## config.mk

```make
export PLATFORM = sky130hd
export DESIGN_NAME = vdispatch_issuer_flat
export DESIGN_NICKNAME = d
export VERILOG_FILES = /design/src/rtl/vdispatch_issuer_if.sv /design/src/rtl/vdispatch_issuer.sv /design/src/flat_wrapper.sv
export SDC_FILE = /design/constraint.sdc
export NUM_CORES = 1
export LEC_CHECK = 0
export CORE_AREA = 2 2 144 146
export CTS_BUF_LIST = sky130_fd_sc_hd__clkbuf_4
export CTS_CLUSTER_DIAMETER = 40
export DETAILED_ROUTE_END_ITERATION = 10
export DIE_AREA = 0 0 146 148
export SLEW_MARGIN = 40
export SYNTH_ARGS = -nofsm -noshare
export SYNTH_HDL_FRONTEND = slang
export SYNTH_SLANG_ARGS = --single-unit
export TNS_END_PERCENT = 100
```

## constraint.sdc

```tcl
create_clock -name clk -period 4.29 [get_ports clk]
set_input_delay 1.287 -clock clk [delete_from_list [all_inputs] [get_ports clk]]
set_output_delay 1.287 -clock clk [all_outputs]
set_load 0.1 [all_outputs]
```

## src/rtl/vdispatch_issuer_if.sv

```systemverilog
// Decode-side handshake into the vector dispatch issuer: one decoded
// instruction plus its vector length, transferred when in_valid & in_ready.
interface vdispatch_issuer_if #(
    parameter int WIDTH    = 157,
    parameter int ELMWIDTH = 7
);
    logic                in_valid;
    logic                in_ready;
    logic [WIDTH-1:0]    in_instr;
    logic [ELMWIDTH-1:0] in_vl;

    modport master (output in_valid, output in_instr, output in_vl, input in_ready);
    modport slave  (input in_valid, input in_instr, input in_vl, output in_ready);
endinterface

```

## src/rtl/vdispatch_issuer.sv

```systemverilog
// Vector dispatch issuer: inserts decoded instructions into the dispatcher ring,
// shadows per-slot occupancy / remaining groups and drives shift/step controls.
module vdispatch_issuer #(
    parameter int NUMSTAGES = 2,
    parameter int WIDTH     = 157,
    parameter int ELMWIDTH  = 7,
    parameter int CNTWIDTH  = 3,
    parameter int LANES     = 32,
    parameter int LOG2LANES = 5
) (
    input  logic                 clk,
    input  logic                 reset,
    vdispatch_issuer_if.slave    dec,
    input  logic                 stall,
    output logic                 shift,
    output logic                 rotate,
    output logic [WIDTH-1:0]     inshift_instr,
    output logic                 inshift_first,
    output logic [ELMWIDTH-1:0]  inshift_rdelm,
    output logic [ELMWIDTH-1:0]  inshift_wrelm,
    output logic [CNTWIDTH-1:0]  inshift_count,
    output logic [NUMSTAGES-1:0] increment,
    output logic                 rdelm_add_sub,
    output logic                 wrelm_add_sub,
    output logic                 count_add_sub,
    output logic [ELMWIDTH-1:0]  rdelm_valuetoadd,
    output logic [ELMWIDTH-1:0]  wrelm_valuetoadd,
    output logic [CNTWIDTH-1:0]  count_valuetoadd,
    output logic                 retire,
    output logic                 busy
);

    typedef enum logic [2:0] {
        MODE_RESET,
        MODE_STALL,
        MODE_IDLE,
        MODE_SHIFT,
        MODE_STEP
    } mode_e;

    mode_e                mode;
    logic [NUMSTAGES-1:0] valid;
    logic [CNTWIDTH-1:0]  rem [NUMSTAGES];
    logic [ELMWIDTH:0]    vl_sum;
    logic [CNTWIDTH-1:0]  groups;
    logic                 exit_done;
    logic                 any_valid;
    logic                 in_ready;

    // One extra bit so vl near 2^ELMWIDTH-1 does not wrap before the shift.
    assign vl_sum = {1'b0, dec.in_vl} + (ELMWIDTH+1)'(LANES - 1);
    assign groups = CNTWIDTH'(vl_sum >> LOG2LANES);

    assign any_valid = |valid;
    assign exit_done = ~valid[NUMSTAGES-1] | (rem[NUMSTAGES-1] == '0);

    // Dispatcher datapath constants: elements advance by a group, count drops by one.
    assign rotate           = 1'b0;
    assign inshift_rdelm    = '0;
    assign inshift_wrelm    = '0;
    assign rdelm_add_sub    = 1'b0;
    assign wrelm_add_sub    = 1'b0;
    assign count_add_sub    = 1'b1;
    assign rdelm_valuetoadd = ELMWIDTH'(LANES);
    assign wrelm_valuetoadd = ELMWIDTH'(LANES);
    assign count_valuetoadd = CNTWIDTH'(1);
    assign dec.in_ready     = in_ready;

    // NOTE: every signal written here gets a default first, so no latch is inferred.
    always_comb begin
        mode          = MODE_IDLE;
        shift         = 1'b0;
        in_ready      = 1'b0;
        increment     = '0;
        retire        = 1'b0;
        busy          = 1'b0;
        inshift_instr = '0;
        inshift_first = 1'b0;
        inshift_count = '0;

        if (reset)
            mode = MODE_RESET;
        else if (stall)
            mode = MODE_STALL;
        else if (!exit_done)
            mode = MODE_STEP;
        else if (any_valid || dec.in_valid)
            mode = MODE_SHIFT;
        else
            mode = MODE_IDLE;

        if (mode != MODE_RESET)
            busy = any_valid;

        case (mode)
            MODE_IDLE: begin
                in_ready = 1'b1;
            end
            MODE_SHIFT: begin
                shift    = 1'b1;
                in_ready = 1'b1;
                retire   = valid[NUMSTAGES-1];
                // A bubble enters slot 0 as all zeros when nothing is offered.
                if (dec.in_valid) begin
                    inshift_instr = dec.in_instr;
                    inshift_first = 1'b1;
                    inshift_count = groups;
                end
            end
            MODE_STEP: begin
                for (int i = 0; i < NUMSTAGES; i++)
                    increment[i] = valid[i] && (rem[i] != '0);
            end
            default: ;
        endcase
    end

    // NOTE: reset is synchronous, so it is just the first branch of the clocked block;
    // shadow state is updated with non-blocking assignments only.
    always_ff @(posedge clk) begin
        if (reset) begin
            valid <= '0;
            for (int i = 0; i < NUMSTAGES; i++)
                rem[i] <= '0;
        end else begin
            case (mode)
                MODE_SHIFT: begin
                    for (int i = 1; i < NUMSTAGES; i++) begin
                        valid[i] <= valid[i-1];
                        rem[i]   <= rem[i-1];
                    end
                    valid[0] <= dec.in_valid;
                    rem[0]   <= dec.in_valid ? groups : '0;
                end
                MODE_STEP: begin
                    // increment is only set where rem is non-zero, so no underflow.
                    for (int i = 0; i < NUMSTAGES; i++)
                        if (increment[i])
                            rem[i] <= rem[i] - CNTWIDTH'(1);
                end
                default: ;
            endcase
        end
    end

endmodule

```

## src/flat_wrapper.sv

```systemverilog
// flat-port wrapper written by rule: the top's interface ports become plain ports
module vdispatch_issuer_flat 
#(
    parameter int NUMSTAGES = 2,
    parameter int WIDTH     = 157,
    parameter int ELMWIDTH  = 7,
    parameter int CNTWIDTH  = 3,
    parameter int LANES     = 32,
    parameter int LOG2LANES = 5
)
  (clk, reset, stall, shift, rotate, inshift_instr, inshift_first, inshift_rdelm, inshift_wrelm, inshift_count, increment, rdelm_add_sub, wrelm_add_sub, count_add_sub, rdelm_valuetoadd, wrelm_valuetoadd, count_valuetoadd, retire, busy, dec_in_valid, dec_in_instr, dec_in_vl, dec_in_ready);
  vdispatch_issuer_if #(.WIDTH(WIDTH), .ELMWIDTH(ELMWIDTH)) dec_i ();
  input  logic clk;
  input  logic reset;
  input  logic stall;
  output logic shift;
  output logic rotate;
  output logic [WIDTH-1:0] inshift_instr;
  output logic inshift_first;
  output logic [ELMWIDTH-1:0] inshift_rdelm;
  output logic [ELMWIDTH-1:0] inshift_wrelm;
  output logic [CNTWIDTH-1:0] inshift_count;
  output logic [NUMSTAGES-1:0] increment;
  output logic rdelm_add_sub;
  output logic wrelm_add_sub;
  output logic count_add_sub;
  output logic [ELMWIDTH-1:0] rdelm_valuetoadd;
  output logic [ELMWIDTH-1:0] wrelm_valuetoadd;
  output logic [CNTWIDTH-1:0] count_valuetoadd;
  output logic retire;
  output logic busy;
  input wire logic [$bits(dec_i.in_valid)-1:0] dec_in_valid;
  input wire logic [$bits(dec_i.in_instr)-1:0] dec_in_instr;
  input wire logic [$bits(dec_i.in_vl)-1:0] dec_in_vl;
  output wire logic [$bits(dec_i.in_ready)-1:0] dec_in_ready;
  assign dec_i.in_valid = dec_in_valid;
  assign dec_i.in_instr = dec_in_instr;
  assign dec_i.in_vl = dec_in_vl;
  assign dec_in_ready = dec_i.in_ready;
  vdispatch_issuer #(.NUMSTAGES(NUMSTAGES), .WIDTH(WIDTH), .ELMWIDTH(ELMWIDTH), .CNTWIDTH(CNTWIDTH), .LANES(LANES), .LOG2LANES(LOG2LANES)) u_core (.clk(clk), .reset(reset), .dec(dec_i), .stall(stall), .shift(shift), .rotate(rotate), .inshift_instr(inshift_instr), .inshift_first(inshift_first), .inshift_rdelm(inshift_rdelm), .inshift_wrelm(inshift_wrelm), .inshift_count(inshift_count), .increment(increment), .rdelm_add_sub(rdelm_add_sub), .wrelm_add_sub(wrelm_add_sub), .count_add_sub(count_add_sub), .rdelm_valuetoadd(rdelm_valuetoadd), .wrelm_valuetoadd(wrelm_valuetoadd), .count_valuetoadd(count_valuetoadd), .retire(retire), .busy(busy));
endmodule
```

==> metrics.csv, run 1 <==
stage,metric,value,unit
final_timing,period utilisation layout,98.3,%
grt,Congestion Overflow GR,0,
floorplanning,Well Taps,270,
worst_setup_path,worst r2r dst,u_core.rem[0][0],
cts,CTS Buffer Depth,2,
power_and_ir_drop,Leak,3.13,nW
final_timing,relative slew slack,62.7,%
worst_setup_path,Crit path buffers/inverters,5,
layout,Comb gate area,1720,sq um
final_timing,Final Hold Slack,536,ps
synthesis,synth unique cells,32,
power_and_ir_drop,Gate power share,84.9,%
layout,fin nets,769,
cts,Setup Buffers After CTS,0,
layout,most frequent logic cell in the layout,buf_12,
layout,Inserted Diodes,0,
cts,Post-CTS Hold Fix Bufs,0,
worst_setup_path,CP endpoint kind,output port,
synthesis,Adders+Majority by Area,2.28,%
synthesis,yosys stat area,2200,sq um
synthesis,"XOR-XNOR Cells, Area Fraction",0.798,%
drt,Wirelength per Cell,14.0,microns
worst_setup_path,Worst setup endpoint,inshift_instr[155],
final_timing,post-layout min period,4220,ps
layout,"Core Util, Final",37.6,%
layout,Max-area cell class,buffers,
drt,Vias/cell,3.30,
synthesis,largest area contributor in the netlist,and2_4,
worst_setup_path,Startpoint Class,primary input,
worst_setup_path,WP data required,3000,ps
floorplanning,DIE WIDTH,146,microns
layout,Layout area overhead,243,%
synthesis,Syn. warnings,0,
power_and_ir_drop,switch share,54.7,%
floorplanning,die height,148,microns
grt,GRT Util Overall,9.84,%
layout,mi-comb count,230,
layout,Inverters,10,
layout,dominant logic cell types in the final layout,"buf_12 (168), clkdlybuf4s50_1 (166), and2_4 (101)",
drt,Remaining DRCs,0,
cts,CTS Sinks,8,
layout,ClkCell Share,0.399,%
run,count of tool warnings,27,
drt,Starting DRT DRC Count,62,
layout,registers,8,
synthesis,number of synthesized register bits,8,
synthesis,mux contribution to synthesized area,0,%
placement,Post-DP Area,7410,sq um
grt,vias in the first global route,2899,
final_timing,final setup margin,70.8,ps
power_and_ir_drop,PwrDens,141,nW/um^2
synthesis,Top area cell types,"and2_4 (40%), and2_1 (16%), buf_4 (12%)",
final_timing,Slew @ Worst Pin,555,ps
cts,H-tree levels,1,
synthesis,Cells after Synth,267,
power_and_ir_drop,Flop pwr share,8.5,%
floorplanning,Rows,52,
synthesis,Post-synth seq share,10.0,%
final_timing,Worst Clk Skew,2.61,ps
final_timing,max-slew violations,0,
cts,"Reg clk slew, reported paths",60,ps
synthesis,Avg Synthesized Cell Area,8.22,sq um
drt,final wirelength,12100,microns
placement,number of port buffers,334,
min_path,WHS Path Cells,2,
power_and_ir_drop,switching power,0.000583,W
worst_setup_path,kind of critical path,primary input to output port,
placement,placed insts,860,
layout,fill count,1977,
power_and_ir_drop,Internal Pwr Total,0.000483,W
power_and_ir_drop,Clk pwr share,6.6,%
final_timing,Final setup viols,0,
final_timing,Hold Fails Final Rpt,0,
floorplanning,DIE AREA,21600,sq um
worst_setup_path,max incr delay on CP,500,ps
synthesis,Post-Syn Area,2200,sq um
layout,buffer share of cell area,68.8,%
grt,initial antenna violation count,0,
cts,TritonCTS clock tree,yes,
layout,Final Cell Area,7530,sq um
synthesis,ys cells,267,
synthesis,and+or+nand+nor area frac,61.3,%
power_and_ir_drop,total power,0.00107,W
worst_setup_path,crit path from,stall,
worst_setup_path,largest fanout on the critical path,34,
final_timing,RSZ-0062 raised after global routing,no,
layout,Comb/total area,22.9,%
min_path,Hold Path Sink,u_core.valid[1],
cts,CTS Root Cell,clkbuf_4,
cts,clk latency late pin,260,ps
synthesis,aoi share,3.87,%
grt,first-pass GRT wire length,17000,microns
worst_setup_path,critical path cell sequence,clkdlybuf4s50_1 > nor2_4 > nand2b_4 > inv_2 > nand2_4 > inv_6 > clkbuf_16 > and2_2 > buf_12,
layout,bufs w/o clock,344,
layout,Reg area,220,sq um
placement,DP HPWL,10400,microns
drt,Antenna Violating Nets Remaining,0,
floorplanning,I/O pin total,370,
status,outcome,finished clean,
drt,via count,2856,
worst_setup_path,"CP delay by family, top",buffers and inverters,
placement,pre-CTS setup slack,35.9,ps
synthesis,Area leader share,39.9,%
layout,share of cells above drive strength 1,57.0,%
run 1: power by group through the flow:
| stage | clock network [W] | logic [W] | registers, W |
|---|---|---|---|
| after floorplan | 0 | 0.000567 | 0.0000918 |
| after global placement | 0 | 0.000897 | 0.0000921 |
| after detailed placement | 0 | 0.000899 | 0.0000924 |
| after CTS | 0.0000743 | 0.000901 | 0.0000908 |
| after global routing | 0.0000782 | 0.000932 | 0.0000913 |
| final | 0.0000699 | 0.000905 | 0.0000909 |
run 1: state kept, by name (all words and copies together), names as in the netlist:
register	cells
u_core.valid	2
u_core.rem	6
run 1: Yosys cell counts:
master,number
buf_4,35
nand2b_4,1
nor2_1,8
o22ai_1,2
o21bai_1,2
o21ai_0,1
xor2_1,2
nor2b_2,1
nand2b_1,2
o21ai_2,1
and3_1,1
inv_4,1
a21boi_0,1
ha_1,4
nand2_1,2
and2_1,57
clkbuf_1,3
nand2_4,1
conb_1,2
edfxtp_1,6
or4_1,1
o32ai_1,3
dfxtp_1,2
nor3_1,2
a21oi_1,2
inv_1,8
nor2_2,1
buf_6,12
and2_4,100
buf_2,1
buf_8,1
inv_2,1
run 1: cells by family after synthesis:
family / count (synthesis)
buffers and inverters: 62
AOI/OAI and AO/OA: 12
and+or+nand+nor: 177
adders and majority gates: 4
xor gates and xnor gates: 2
other: 2
DFF: 8
run 1: layer usage:
| layer | vias to the layer above | global-route usage (%) | routed length [microns] |
|---|---|---|---|
| met4 | 0 | 0.874 | 14 |
| met2 | 204 | 17.6 | 6190 |
| met5 | - | 0 | 0 |
| li1 | 1395 | - | - |
| met1 | 1255 | 12.1 | 4750 |
| met3 | 2 | 3.06 | 1170 |
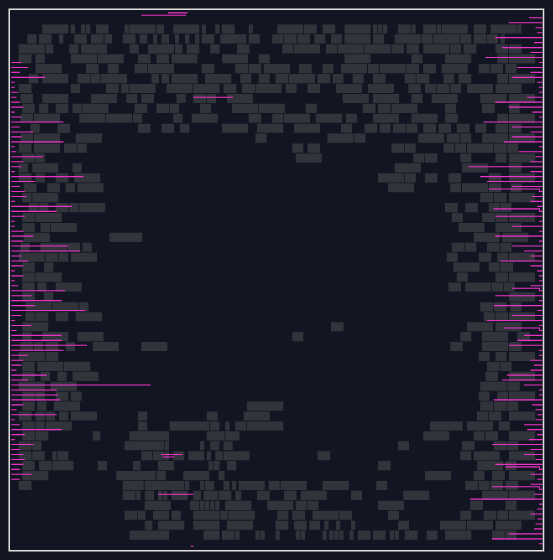
**Above:** run 1 (the metal 3 layer).
The longest straight run is 37.9 microns. The wires run mostly horizontal.

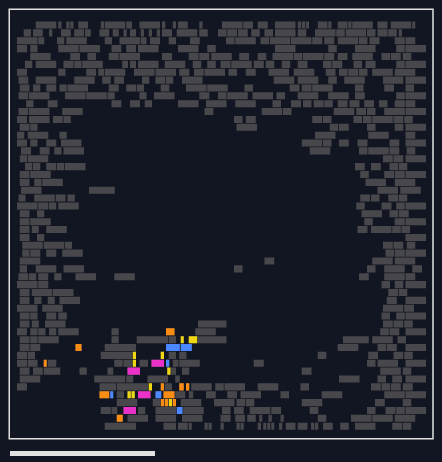
**Above:** run 1 (gate families picked out).
Bar = 50 microns.
Magenta stands for fa/ha/maj cells, cells 4. Orange stands for nor cells, cells 12. Blue stands for nand cells, cells 6. Yellow stands for inv cells, cells 10.

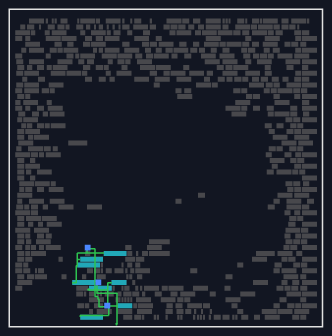
**Above:** run 1 (clock network drawn from the DEF).
Cyan stands for flip-flops, count 8. Blue stands for clock-net drivers, count 3. Green stands for clock wires, length 147 microns.
Position of the flops: bottom left.

**Run 1: drive-strength map**

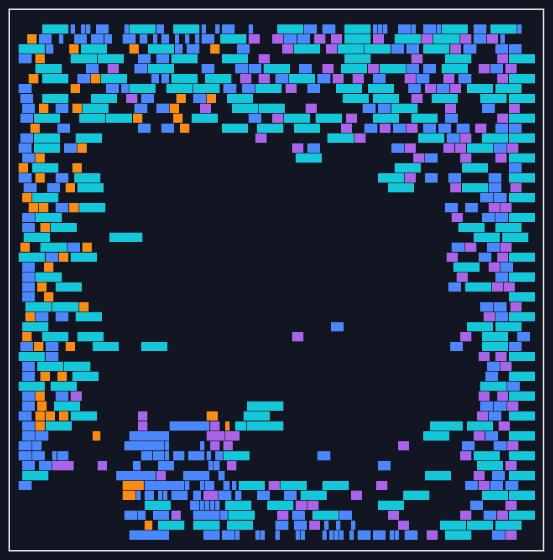

==> run 2: changes to the inputs <==
--- a/config.mk
+++ b/config.mk
@@ -12,3 +12,3 @@
 export DIE_AREA = 0 0 146 148
-export SLEW_MARGIN = 40
+export PLACE_DENSITY_LB_ADDON = 0.12
 export SYNTH_ARGS = -nofsm -noshare
==> constraint.sdc (replaced) <==
create_clock -name clk -period 4.29 [get_ports clk]
set_input_delay 0.429 -clock clk [delete_from_list [all_inputs] [get_ports clk]]
set_output_delay 0.429 -clock clk [all_outputs]
set_load 0.1 [all_outputs]
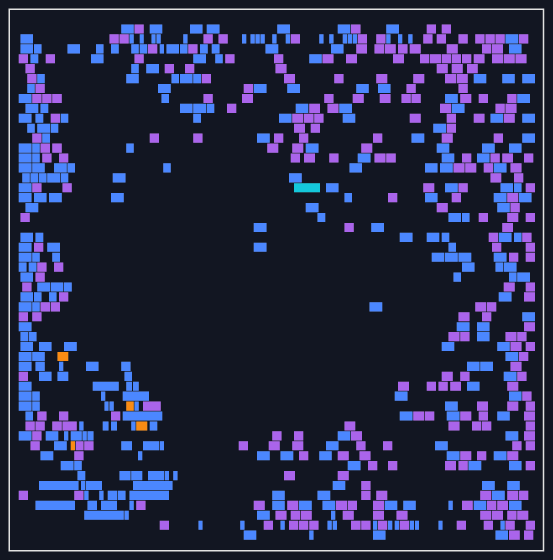
**Above:** run 2 (drive-strength map).
Purple stands for x3 and x4, cells 274, share 47%. Blue stands for x1 and smaller, cells 310, share 53%. Cyan stands for x6 and larger, cells 1, share 0.17%. Orange stands for x2, cells 4, share 0.68%.

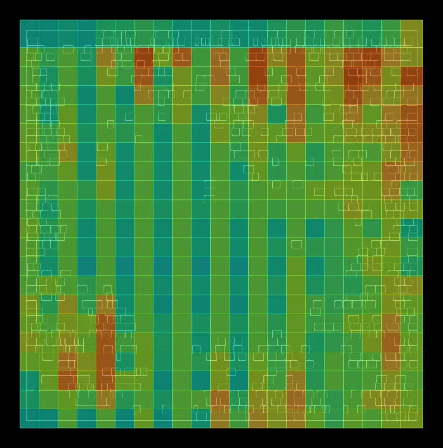
**Above:** run 2 (routing congestion map).
global route hottest layer: met2
GRT Util Overall: 10.3%

==> run 2 against run 1 <==
Compared with the run above:
- cell count is 0.81% lower
- via count is 1.6% lower
- synthesized cell count stayed put
- critical path depth is 2 higher
- die area stayed put
- sequential share of layout area is 1.3 points higher
- global-route usage is 0.47 points higher
- sequential cell count stayed put
- sequential power hardly changed
- setup slack better by 1000 ps
- worst hold slack worse by 12 ps
==> metrics.csv, run 2 <==
stage,metric,value,unit,change
status,outcome,finished clean,,unchanged
layout,dominant logic cell types in the final layout,"clkdlybuf4s50_1 (169), buf_4 (167), and2_4 (100)",,"was buf_12 (168), clkdlybuf4s50_1 (166), and2_4 (101)"
placement,placed insts,855,,was 860
synthesis,yosys stat area,2200,sq um,unchanged
grt,met1 Usage GRT,10.5,%,was 12.1%
cts,CTS Root Cell,clkbuf_4,,unchanged
synthesis,number of synthesized register bits,8,,unchanged
cts,CTS Sinks,8,,unchanged
drt,final wirelength,12500,microns,"was 12,100 microns"
synthesis,synth cell count leaders,"and2_4 (100), and2_1 (57), buf_4 (35)",,unchanged
worst_setup_path,CP endpoint kind,output port,,unchanged
cts,TritonCTS clock tree,yes,,unchanged
synthesis,asr flop ratio synth,0,%,unchanged
final_timing,relative slew slack,33.6,%,was 62.7%
placement,DP HPWL,11100,microns,"was 10,400 microns"
worst_setup_path,largest fanout on the critical path,83,,was 34
worst_setup_path,max incr delay on CP,420,ps,was 500 ps
synthesis,Top area cell types,"and2_4 (40%), and2_1 (16%), buf_4 (12%)",,unchanged
drt,Remaining DRCs,0,,unchanged
worst_setup_path,Startpoint Class,flip-flop,,was primary input
worst_setup_path,"CP delay by family, top",buffers and inverters,,unchanged
drt,Wirelength per Cell,14.5,microns,was 14.0 microns
layout,Comb gate area,1630,sq um,was 1720 sq um
floorplanning,DIE WIDTH,146,microns,unchanged
layout,Inserted Diodes,0,,unchanged
final_timing,Worst Clk Skew,9.38,ps,was 2.61 ps
grt,initial antenna violation count,0,,unchanged
run,count of tool warnings,26,,was 27
floorplanning,die height,148,microns,unchanged
layout,share of cells above drive strength 1,47.4,%,was 57.0%
placement,number of port buffers,334,,unchanged
synthesis,Synth top cell by count,and2_4,,unchanged
grt,vias in the first global route,2780,,"was 2,899"
final_timing,post-layout min period,3190,ps,was 4220 ps
worst_setup_path,critical path cell sequence,inv_1 > ha_1 > ha_1 > nor2b_2 > nand2b_4 > inv_2 > nand2_4 > inv_4 > buf_12 > and2_4 > buf_4,,was clkdlybuf4s50_1 > nor2_4 > nand2b_4 > inv_2 > nand2_4 > inv_6 > clkbuf_16 > and2_2 > buf_12
final_timing,RSZ-0062 raised after global routing,no,,unchanged
power_and_ir_drop,Leak,2.53,nW,was 3.13 nW
final_timing,TNS Setup,0,ps,unchanged
final_timing,Final setup viols,0,,unchanged
grt,Congestion Overflow GR,0,,unchanged
worst_setup_path,WP data required,3860,ps,was 3000 ps
layout,most frequent logic cell in the layout,clkdlybuf4s50_1,,was buf_12
layout,biggest regs,"u_core.rem (6), u_core.valid (2)",,unchanged
synthesis,Cells after Synth,267,,unchanged
floorplanning,DIE AREA,21600,sq um,unchanged
layout,fill count,2233,,"was 1,977"
power_and_ir_drop,total power,0.000920,W,was 0.00107 W
layout,Largest Register,u_core.rem,,unchanged
floorplanning,Rows,52,,unchanged
drt,Starting DRT DRC Count,32,,was 62
final_timing,Slew @ Worst Pin,993,ps,was 555 ps
cts,clk latency late pin,260,ps,about the same
cts,Setup Buffers After CTS,0,,unchanged
cts,"Reg clk slew, reported paths",70,ps,was 60 ps
drt,via count,2809,,"was 2,856"
cts,CTS Buffer Depth,2,,unchanged
synthesis,Post-Syn Area,2200,sq um,unchanged
final_timing,period utilisation layout,74.4,%,was 98.3%
placement,pre-CTS setup slack,1140,ps,was 35.9 ps
layout,Reg area,220,sq um,unchanged
final_timing,final setup margin,1100,ps,was 70.8 ps
layout,Largest register FFs,6,,unchanged
cts,Post-CTS Hold Fix Bufs,0,,unchanged
synthesis,number of enable flip-flop cells,6,,unchanged
worst_setup_path,kind of critical path,flip-flop to output port,,was primary input to output port
synthesis,Avg Synthesized Cell Area,8.22,sq um,unchanged
worst_setup_path,CP arrival,2760,ps,was 2930 ps
synthesis,largest area contributor in the netlist,and2_4,,unchanged
layout,fin nets,762,,was 769
floorplanning,I/O pin total,370,,unchanged
synthesis,synth unique cells,32,,unchanged
drt,Vias/cell,3.27,,was 3.30
cts,H-tree levels,1,,unchanged
final_timing,max-slew violations,0,,unchanged
final_timing,Hold Fails Final Rpt,0,,unchanged
worst_setup_path,Crit path buffers/inverters,5,,unchanged
synthesis,Syn. warnings,0,,unchanged
[run 2: per-stage QoR]
stage / util, % / cell area (sq um) / hold WS (ps)
after global placement: 25.9 / 5190 / 519
after detailed placement: 25.9 / 5190 / 515
after floorplan: - / 2320 / 473
after CTS: 26.1 / 5220 / 525
after global routing: 26.1 / 5220 / 565
final: 26.1 / 5220 / 524
[run 2: cells by family after synthesis]
group | synth area share (%)
simple gates | 61.3
compound gates | 3.87
buf+inv | 21.4
flops | 10.0
xor+xnor | 0.798
fa+ha+maj | 2.28
other cells | 0.342
[run 2: final timing paths]
check                                       from                 to  slack [ps]  depth (start not counted)
worst max-delay path            u_core.rem[0][3]  inshift_instr[55]        1100                         11
worst min-delay path             u_core.valid[1]    u_core.valid[1]         520                          2
worst max register to register  u_core.rem[0][3]   u_core.rem[0][0]        2300                          7
worst min register to register   u_core.valid[1]    u_core.valid[1]         520                          2
[run 2: layout make-up]
type                    instances  share of cell area [%]
clock buffers                   4                   0.575
inverters                      10                   0.766
multi-input cells             230                    31.2
flip-flops and latches          8                    4.22
well taps                     270                    6.47
repair buffers                337                    56.8
[run 2: worst register-to-register path, delay by kind of cell (launching register included)]
family / cells / cell delay, ps
fa+ha+maj: 2 / 340
buf+inv: 2 / 190
compound gates: 1 / 410
simple gates: 2 / 270
flops: 1 / 420
[run 2: power by group]
group          total (W)  leakage [nW]  internal [W]  switching, W
Combinational   0.000757          2.44      0.000233      0.000524
Clock          0.0000720        0.0184     0.0000421     0.0000299
Sequential     0.0000909        0.0806     0.0000885    0.00000240
Total           0.000920          2.53      0.000364      0.000556
[run 2: metal layers]
metal | vias to the layer above | wire length, microns
li1 | 1385 | -
met1 | 1229 | 4110
met2 | 193 | 7060
met3 | 2 | 1290
met4 | 0 | 11
met5 | - | 0
**Run 2: clock network drawn from the DEF**

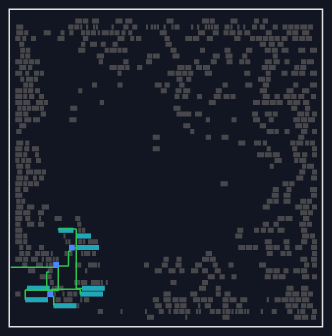

==> run 3: changes to the inputs <==
clock period = 2.6 ns   (was 4.29 ns; I/O delays follow)
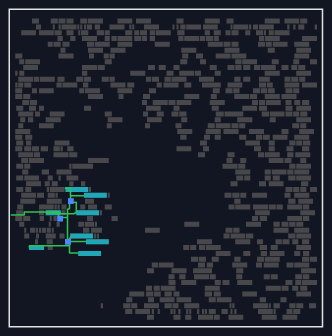
**Above:** run 3 (clock network drawn from the DEF).
Green stands for clock wires, length 124 microns. Cyan stands for flip-flops, count 8. Blue stands for clock-net drivers, count 3.
There are 4 routed clock nets.

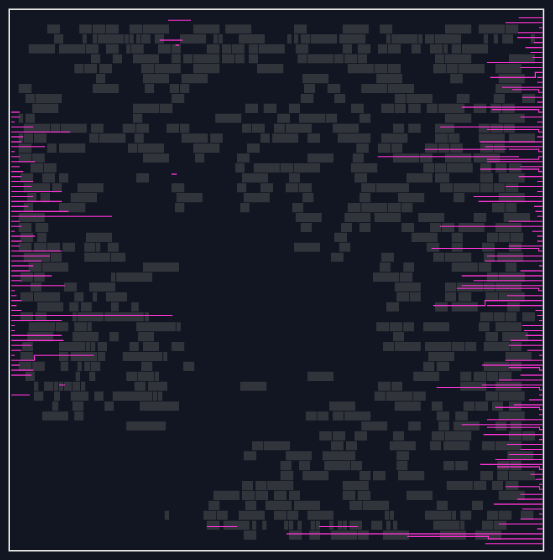
**Above:** run 3 (the metal 3 layer).
The wires run mostly horizontal. 166 nets have wire on it. The layer holds 10% of the routed length. The longest straight run is 69.9 microns. The layer carries 1,570 microns of wire.

==> run 3 against run 2 <==
Compared with the run above:
- sequential share of layout area decreased by 1.3 points
- largest power group unchanged
- utilization increased by 12 points
- global-route usage increased by 2.0 points
- area after synthesis unchanged
- cell area increased by 44%
- die area unchanged
==> metrics.csv, run 3 <==
stage,metric,value,unit,change
worst_setup_path,critical path cell sequence,inv_1 > ha_1 > ha_2 > nor2b_2 > nand2b_4 > inv_2 > nand2_8 > clkinv_8 > buf_16 > and2_2 > buf_12,,was inv_1 > ha_1 > ha_1 > nor2b_2 > nand2b_4 > inv_2 > nand2_4 > inv_4 > buf_12 > and2_4 > buf_4
drt,via count,2879,,"was 2,809"
grt,largest net degree at the start of global routing,94,,was 84
cts,CTS Sinks,8,,unchanged
placement,pre-CTS setup slack,214,ps,was 1140 ps
drt,TritonRoute pass-1 iters,4,,was 3
grt,initial antenna violation count,3,,was 0
synthesis,Synth top cell by count,and2_4,,unchanged
final_timing,max-slew violations,0,,unchanged
grt,first-pass GRT wire length,20100,microns,"was 17,300 microns"
min_path,min-delay src,u_core.valid[1],,unchanged
final_timing,Final setup viols,0,,unchanged
layout,fin nets,772,,was 762
floorplanning,Core Box Area,20000,sq um,unchanged
final_timing,RSZ-0062 raised after global routing,no,,unchanged
grt,GRT Util Overall,12.3,%,was 10.3%
grt,Congestion Overflow GR,0,,unchanged
final_timing,TNS Setup,0,ps,unchanged
layout,Final Cell Area,7540,sq um,was 5220 sq um
synthesis,synth unique cells,32,,unchanged
final_timing,Worst Clk Skew,2.31,ps,was 9.38 ps
run,count of tool warnings,28,,was 26
worst_setup_path,startpoint of the worst register-to-register path,u_core.rem[0][3],,unchanged
synthesis,number of synthesized register bits,8,,unchanged
synthesis,Post-Syn Area,2200,sq um,unchanged
worst_setup_path,WP data required,2340,ps,was 3860 ps
worst_setup_path,kind of critical path,flip-flop to output port,,unchanged
power_and_ir_drop,Internal Pwr Total,0.000781,W,was 0.000364 W
synthesis,Avg Synthesized Cell Area,8.22,sq um,unchanged
synthesis,ys cells,267,,unchanged
worst_setup_path,"CP delay by family, top",simple AND/OR/NAND/NOR gates,,was buffers and inverters
min_path,hold crit path type,flip-flop to flip-flop,,unchanged
drt,Antenna Violating Nets Remaining,0,,unchanged
layout,biggest regs,"u_core.rem (6), u_core.valid (2)",,unchanged
power_and_ir_drop,switching power,0.000964,W,was 0.000556 W
final_timing,post-layout min period,2470,ps,
worst_setup_path,CP max stage cell,edfxtp_1,,unchanged
min_path,Hold Path Sink,u_core.valid[1],,unchanged
power_and_ir_drop,PwrDens,232,nW/um^2,was 176 nW/um^2
synthesis,largest area contributor in the netlist,and2_4,,unchanged
synthesis,Post-synth seq share,10.0,%,unchanged
worst_setup_path,Startpoint Class,flip-flop,,unchanged
worst_setup_path,max incr delay on CP,360,ps,was 420 ps
cts,clk latency late pin,250,ps,was 260 ps
floorplanning,fp util,11.0,%,unchanged
layout,most frequent logic cell in the layout,clkdlybuf4s50_1,,unchanged
synthesis,Area leader share,39.9,%,unchanged
worst_setup_path,CP endpoint kind,output port,,unchanged
synthesis,yosys stat area,2200,sq um,unchanged
drt,Vias/cell,3.31,,was 3.27
layout,fin cells,869,,was 859
worst_setup_path,Crit path buffers/inverters,5,,unchanged
grt,vias in the first global route,2813,,"was 2,780"
floorplanning,DIE WIDTH,146,microns,unchanged
power_and_ir_drop,peak supply drop,0.117,mV,was 0.131 mV
floorplanning,die height,148,microns,unchanged
synthesis,Cells after Synth,267,,unchanged
power_and_ir_drop,Flop pwr share,8.6,%,was 9.9%
worst_setup_path,R2R cell count,7,,unchanged
layout,Largest register FFs,6,,unchanged
synthesis,Syn. warnings,0,,unchanged
layout,Largest Register,u_core.rem,,unchanged
worst_setup_path,Crit path depth,11,,unchanged
final_timing,final setup margin,133,ps,was 1100 ps
layout,share of cells above drive strength 1,58.4,%,was 47.4%
placement,DP HPWL,12800,microns,"was 11,100 microns"
drt,Remaining DRCs,0,,unchanged
cts,CTS Root Cell,clkbuf_4,,unchanged
synthesis,Top area cell types,"and2_4 (40%), and2_1 (16%), buf_4 (12%)",,unchanged
layout,"Core Util, Final",37.6,%,was 26.1%
power_and_ir_drop,Leak,3.14,nW,was 2.53 nW
final_timing,Slew @ Worst Pin,541,ps,was 993 ps
cts,CTS Buffer Depth,2,,unchanged
power_and_ir_drop,Gate power share,86.0,%,was 82.3%
layout,Layout area overhead,243,%,was 138%
placement,placed insts,855,,unchanged
placement,Post-DP Area,7330,sq um,was 5190 sq um
cts,CTS Buf Count,3,,unchanged
final_timing,relative slew slack,63.6,%,was 33.6%
final_timing,FMAX,405,MHz,
floorplanning,DIE AREA,21600,sq um,unchanged
cts,"Reg clk slew, reported paths",60,ps,was 70 ps
cts,H-tree levels,1,,unchanged
drt,final wirelength,15400,microns,"was 12,500 microns"
synthesis,Commonest flop,edfxtp_1,,unchanged
synthesis,asr flop ratio synth,0,%,unchanged
synthesis,number of enable flip-flop cells,6,,unchanged
floorplanning,Rows,52,,unchanged
worst_setup_path,r2r setup slk,600,ps,was 2300 ps
placement,number of port buffers,334,,unchanged
power_and_ir_drop,switch share,55.3,%,was 60.5%
placement,GP Congestion,0.844,,was 0.806
floorplanning,I/O pin total,370,,unchanged
power_and_ir_drop,Clk pwr share,5.4,%,was 7.8%
power_and_ir_drop,total power,0.00175,W,was 0.000920 W
status,outcome,finished clean,,unchanged
layout,dominant logic cell types in the final layout,"clkdlybuf4s50_1 (167), buf_12 (163), and2_4 (108)",,"was clkdlybuf4s50_1 (169), buf_4 (167), and2_4 (100)"
final_timing,Final Hold Slack,519,ps,was 524 ps
final_timing,Hold Fails Final Rpt,0,,unchanged
cts,Post-CTS Hold Fix Bufs,0,,unchanged
final_timing,period utilisation layout,94.9,%,
drt,Wirelength per Cell,17.7,microns,was 14.5 microns
drt,Starting DRT DRC Count,38,,was 32
run,Max Cap Viol,0,,unchanged
cts,TritonCTS clock tree,yes,,unchanged
worst_setup_path,worst r2r dst,u_core.rem[0][0],,unchanged
synthesis,synth cell count leaders,"and2_4 (100), and2_1 (57), buf_4 (35)",,unchanged
worst_setup_path,CP arrival,2210,ps,was 2760 ps
worst_setup_path,largest fanout on the critical path,24,,was 83
min_path,WHS Path Cells,2,,unchanged
## run 3: cell counts after synthesis
Identical to the previous run, type by type.
## run 3: final cells by class
cell class | instances | area [sq um]
fill | 2013 | 12500
timing repair inverter | 1 | 8.76
timing repair buffer | 346 | 5170
multi-input combinational | 230 | 1730
tap | 270 | 338
inverter | 10 | 50.0
clock buffer | 3 | 22.5
antenna | 1 | 2.50
sequential | 8 | 220
## run 3: worst max-delay path by stage
stage / start / slack (ps) / end
floorplan: u_core.rem[0][3] / -390 / inshift_count[0]
global placement: reset / 280 / inshift_instr[57]
detailed placement: reset / 210 / inshift_instr[57]
CTS: u_core.rem[0][3] / -20 / inshift_instr[57]
global route: u_core.rem[0][3] / 7 / inshift_instr[17]
finish: u_core.rem[0][3] / 130 / inshift_instr[145]
## run 3: cells by family (layout without fill, tap and decap cells)
logic type | after synthesis | after routing | synth area share (%)
compound gates | 12 | 12 | 3.87
xor+xnor | 2 | 2 | 0.798
fa+ha+maj | 4 | 4 | 2.28
buf+inv | 62 | 360 | 21.4
flops | 8 | 8 | 10.0
other cells | 2 | 36 | 0.342
simple gates | 177 | 177 | 61.3
## run 3: power groups by stage
stage	clock, W	combinational [W]	sequential, W
2_1_floorplan	0	0.000938	0.000151
3_3_place_gp	0	0.00147	0.000152
3_5_place_dp	0	0.00147	0.000152
4_1_cts	0.0000983	0.00148	0.000150
5_1_grt	0.000110	0.00155	0.000151
6_report	0.0000945	0.00150	0.000150
## run 3: what timing repair did
action,CTS,global route
cloned,0,7
buffers inserted,0,3
resized,1,8
setup endpoints to repair,73,144
## run 3: per-layer routing
layer	vias to the layer above	GRT usage, %	routed length, microns	part of all wire [%]
met5	-	0	27	0.18
met4	4	1.36	74	0.48
met3	8	5.34	1570	10
met2	172	23.2	8240	54
met1	1286	13.0	5440	35
li1	1409	-	-	-
Power is estimated from default activity; no workload was simulated.
